Fig. 1: floorplan with the power grid
Bar = 20 um. Pins as bars on the die edge. Tap cells in gray.
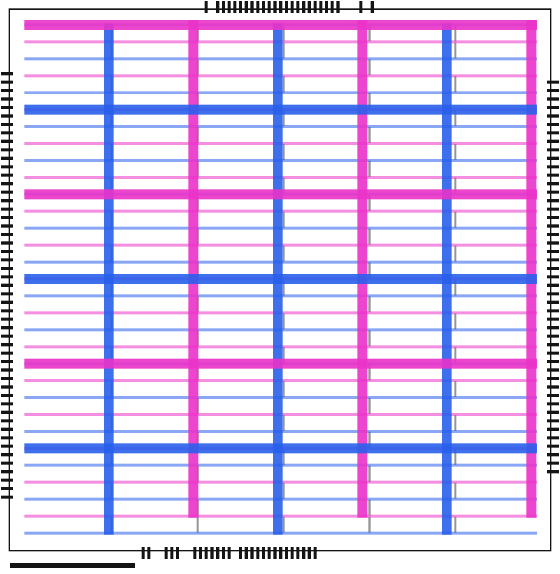
Fig. 2: routed metal per tile
17 x 17 tiles, from dark blue (low) to red (high), scaled to the fullest tile. Values are wire area over tile area, all layers added.
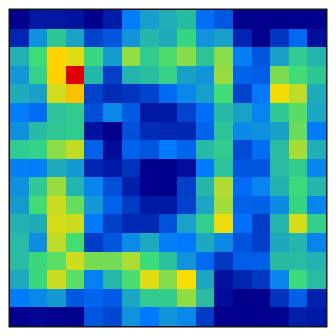
Fig. 3: cell classes on the final placement
Fill, decap, tap and diode cells in gray.
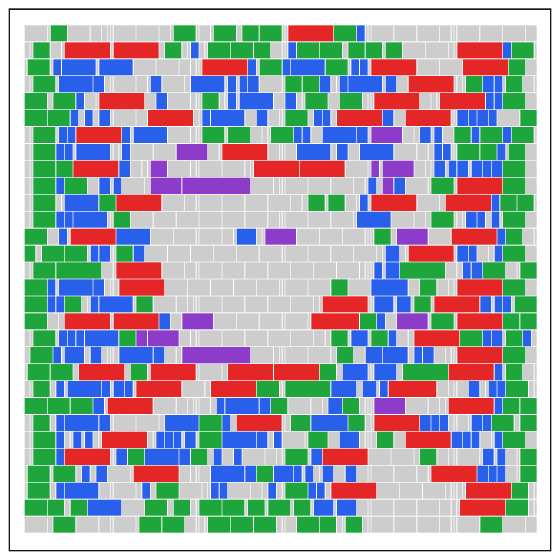
Fig. 4: cell outlines without signal wires
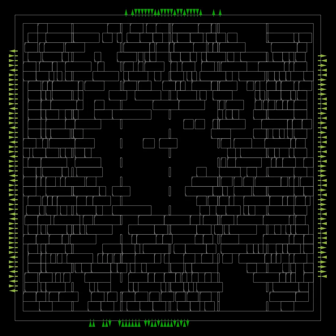
File: config.mk
export PLATFORM = sky130hd
export DESIGN_NAME = alu_arbiter
export DESIGN_NICKNAME = d
export VERILOG_FILES = /design/src/rtl/alu_arb_pkg.sv /design/src/rtl/alu_arbiter_rr_grant.sv /design/src/rtl/alu_arbiter.sv
export SDC_FILE = /design/constraint.sdc
export NUM_CORES = 1
export LEC_CHECK = 0
export CAP_MARGIN = 20
export CORE_MARGIN = 2
export CORE_UTILIZATION = 38
export DETAILED_ROUTE_END_ITERATION = 10
export HOLD_SLACK_MARGIN = 0.05
export PLACE_DENSITY = 0.92
export SLEW_MARGIN = 20
export SYNTH_ARGS = -nofsm -noshare
export SYNTH_HDL_FRONTEND = slang
export SYNTH_SLANG_ARGS = --single-unit
File: constraint.sdc
create_clock -name clk -period 1.6 [get_ports clk]
set_input_delay 0.32 -clock clk [delete_from_list [all_inputs] [get_ports clk]]
set_output_delay 0.32 -clock clk [all_outputs]
set_load 0.05 [all_outputs]
File: src/rtl/alu_arb_pkg.sv
// alu_arb_pkg: ALU opcode, arbiter state and flag index definitions shared by the arbiter and its clients.
package alu_arb_pkg;
  typedef enum logic [1:0] {ALU_ADD, ALU_SUB, ALU_AND, ALU_MVN} alu_op_e;
  typedef enum logic [1:0] {IDLE, EXEC, RESP} arb_state_e;
  localparam int FLAG_Z = 2;
  localparam int FLAG_N = 1;
  localparam int FLAG_V = 0;
endpackage

File: src/rtl/alu_arbiter_rr_grant.sv
// rr_grant: combinational one-hot grant; round-robin after ptr, or lowest-index-wins when ALU_ARB_FIXED_PRIO_EN is defined.
module rr_grant #(
  parameter int N_REQ = 2,
  parameter int ID_W = 1
) (
  input  logic [N_REQ-1:0] req,
  input  logic [ID_W-1:0]  ptr,
  output logic [N_REQ-1:0] gnt,
  output logic [ID_W-1:0]  gnt_id
);
`ifdef ALU_ARB_FIXED_PRIO_EN
  logic w_unused_ptr;
  assign w_unused_ptr = ^ptr;
  // Scan downwards so the lowest valid index is the last one written.
  always_comb begin
    gnt = '0;
    gnt_id = '0;
    for (int i = N_REQ - 1; i >= 0; i--)
      if (req[i]) begin
        gnt = '0;
        gnt[i] = 1'b1;
        gnt_id = ID_W'(i);
      end
  end
`else
  logic [ID_W-1:0] w_idx;
  // Scan from farthest to nearest after ptr so the nearest valid requester wins.
  always_comb begin
    gnt = '0;
    gnt_id = '0;
    w_idx = '0;
    for (int k = N_REQ; k >= 1; k--) begin
      w_idx = ID_W'((int'(ptr) + k) % N_REQ);
      if (req[w_idx]) begin
        gnt = '0;
        gnt[w_idx] = 1'b1;
        gnt_id = w_idx;
      end
    end
  end
`endif
endmodule

File: src/rtl/alu_arbiter.sv
// alu_arbiter: shares one 16-bit ALU between N_REQ requesters with a tagged valid/ready response.
// ALU_ARB_FIXED_PRIO_EN selects fixed lowest-index priority instead of round-robin.
module alu_arbiter
  import alu_arb_pkg::*;
#(
  parameter int N_REQ = 2,
  localparam int ID_W = (N_REQ > 1) ? $clog2(N_REQ) : 1
) (
  input  logic                clk,
  input  logic                reset,
  input  logic [N_REQ-1:0]    req_valid,
  output logic [N_REQ-1:0]    req_ready,
  input  logic [16*N_REQ-1:0] req_ain,
  input  logic [16*N_REQ-1:0] req_bin,
  input  logic [2*N_REQ-1:0]  req_op,
  output logic [15:0]         alu_ain,
  output logic [15:0]         alu_bin,
  output logic [1:0]          alu_op,
  input  logic [15:0]         alu_out,
  input  logic [2:0]          alu_z,
  output logic                rsp_valid,
  input  logic                rsp_ready,
  output logic [ID_W-1:0]     rsp_id,
  output logic [15:0]         rsp_out,
  output logic [2:0]          rsp_flags
);
  arb_state_e      r_state;
  logic [ID_W-1:0] r_ptr;
  logic [ID_W-1:0] r_id;
  logic [15:0]     r_ain;
  logic [15:0]     r_bin;
  alu_op_e         r_op;
  logic            r_valid;
  logic [15:0]     r_out;
  logic [2:0]      r_flags;
  logic [N_REQ-1:0] w_gnt;
  logic [ID_W-1:0]  w_gnt_id;
  logic             w_accept;

  rr_grant #(.N_REQ(N_REQ), .ID_W(ID_W)) u_grant (
    .req(req_valid),
    .ptr(r_ptr),
    .gnt(w_gnt),
    .gnt_id(w_gnt_id)
  );

  assign req_ready = (r_state == IDLE) ? w_gnt : '0;
  assign w_accept  = (r_state == IDLE) && |w_gnt;
  assign alu_ain   = r_ain;
  assign alu_bin   = r_bin;
  assign alu_op    = r_op;
  assign rsp_valid = r_valid;
  assign rsp_id    = r_id;
  assign rsp_out   = r_out;
  assign rsp_flags = r_flags;

  always_ff @(posedge clk) begin
    if (reset) begin
      r_state <= IDLE;
      r_ptr   <= ID_W'(N_REQ - 1);
      r_id    <= '0;
      r_ain   <= '0;
      r_bin   <= '0;
      r_op    <= ALU_ADD;
      r_valid <= 1'b0;
      r_out   <= '0;
      r_flags <= '0;
    end else if (r_state == IDLE) begin
      if (w_accept) begin
        r_ain   <= req_ain[16*w_gnt_id +: 16];
        r_bin   <= req_bin[16*w_gnt_id +: 16];
        r_op    <= alu_op_e'(req_op[2*w_gnt_id +: 2]);
        r_id    <= w_gnt_id;
        r_ptr   <= w_gnt_id;
        r_state <= EXEC;
      end
    end else if (r_state == EXEC) begin
      r_out   <= alu_out;
      r_flags <= alu_z;
      r_valid <= 1'b1;
      r_state <= RESP;
    end else if (rsp_ready) begin
      r_valid <= 1'b0;
      r_state <= IDLE;
    end
  end
endmodule

==> results.yml <==
# yosys + openroad results
min_path:
  hp-start: "rsp_out[9]"
  hold_end: "rsp_out[9]"
  hold_path_class: "reg2reg"
  min_delay_path_depth: 2
die:
  chipArea_um2: 7519
critical_path:
  crit_cells: 3
  cp-startpoint: "r_state[0]"
  worst-path-buf-inv: 1
yosys:
  top_cells_by_count: "108 x nand2_1, 58 x dfxtp_1, 54 x a21oi_1, 30 x a311oi_2, 16 x clkbuf_1"
  syn_area_um2: 2600
  synth_top_area_share: 0.4466
  simple_gate_area_frac: 0.1843
  ys_seq_share: 0.4466
  ys_types: 23
  ys_ff: 58
  ff_type: "dfxtp_1"
sta:
  tightest_slew_ns: 0.3308
  period_needed_ns: 1.633
  relSlewSlack: 0.7794
  finalSetupViolCount: 1
  fmax_mhz: 612.4
  worst_slack_ns: -0.03287
  skew_ns: 0.005006
grt:
  groute.usage.overall: 0.1959
  use_met2: 0.3552
  overflow: 0
  grt_pass1_vias: 2717
outcome:
  violations: "negative setup slack"
  status: "finished with violations"
place:
  dpl.cell_count: 513
  pre_cts_ws_ns: -0.3712
  place_congestion: 0.7490
cts:
  cts_root_buf: "clkbuf_8"
  cts_made_buffers: 9
power_and_ir_drop:
  p_leak_nw: 1.717
drt:
  drtIter0Drc: 78
  wl_met3_um: 633
layout:
  comb_area_um2: 1321
  drive_gt1_frac: 0.2832
job:
  drv_cap: 0
Back to the opening pictures, Fig. 1:
magenta -> VDD
blue -> VSS
tap cells = 80
met5 straps = 6

Back to the opening pictures, Fig. 2:
fullest tile = 0.54
nearly empty tiles = 8.0%
emptiest ninth of the die = center
tiles over half the peak = 16%
mean over tiles = 0.17

Back to the opening pictures, Fig. 3:
green -> remaining buffers and delay cells  # cells 163
blue -> combinational and other logic  # cells 215
purple -> clock drivers and dummy loads  # cells 16
red -> sequential cells  # cells 58

Back to the opening pictures, Fig. 4:
row cnt: 30
sequential share of cell area: 0.2707

==> power by group <==
| group | leakage [nW] | internal (mW) | switching, mW |
|---|---|---|---|
| clock network | 0.109 | 0.914 | 0.570 |
| registers | 0.479 | 1.61 | 0.0971 |
| logic | 1.13 | 0.695 | 1.12 |
| total | 1.72 | 3.22 | 1.78 |
==> placed cells by master, fill, tap and decap left out, types with 2 or more instances in the layout <==
| cell | Yosys | final |
|---|---|---|
| clkdlybuf4s50_1 | 0 | 88 |
| bufinv_16 | 0 | 2 |
| nor2_1 | 5 | 3 |
| a311oi_2 | 30 | 30 |
| a21oi_1 | 54 | 54 |
| dfxtp_1 | 58 | 56 |
| nor2b_1 | 2 | 2 |
| clkbuf_8 | 0 | 10 |
| dlygate4sd2_1 | 0 | 2 |
| and2_4 | 1 | 2 |
| nand2_1 | 108 | 108 |
| dfxtp_2 | 0 | 2 |
| buf_4 | 1 | 68 |
| buf_12 | 0 | 4 |
| clkinv_2 | 0 | 2 |
| a311oi_1 | 4 | 4 |
==> timing repair <==
item / in CTS / in global routing
pin swaps: 3 / 2
buffers inserted: 2 / 0
cloned: 0 / 1
resized: 5 / 2
setup endpoints to repair: 2 / 9
==> metrics by stage <==
| stage | hold slack (ns) | cell area [um2] |
|---|---|---|
| 2_1_floorplan | 0.4560 | 2619 |
| 3_3_place_gp | 0.4425 | 4046 |
| 3_5_place_dp | 0.4483 | 4046 |
| 4_1_cts | 0.4578 | 4288 |
| 5_1_grt | 0.4779 | 4298 |
| 6_report | 0.4577 | 4298 |
==> layout make-up <==
class	count	share of cell area
Clock buffer	11	0.03290
Clock inverter	5	0.01805
Multi-Input combinational cell	215	0.3074
Sequential cell	58	0.2707
Tap cell	80	0.02329
Timing Repair Buffer	163	0.3476
Power figures rest on the tool's default switching activity, not on a simulated workload.
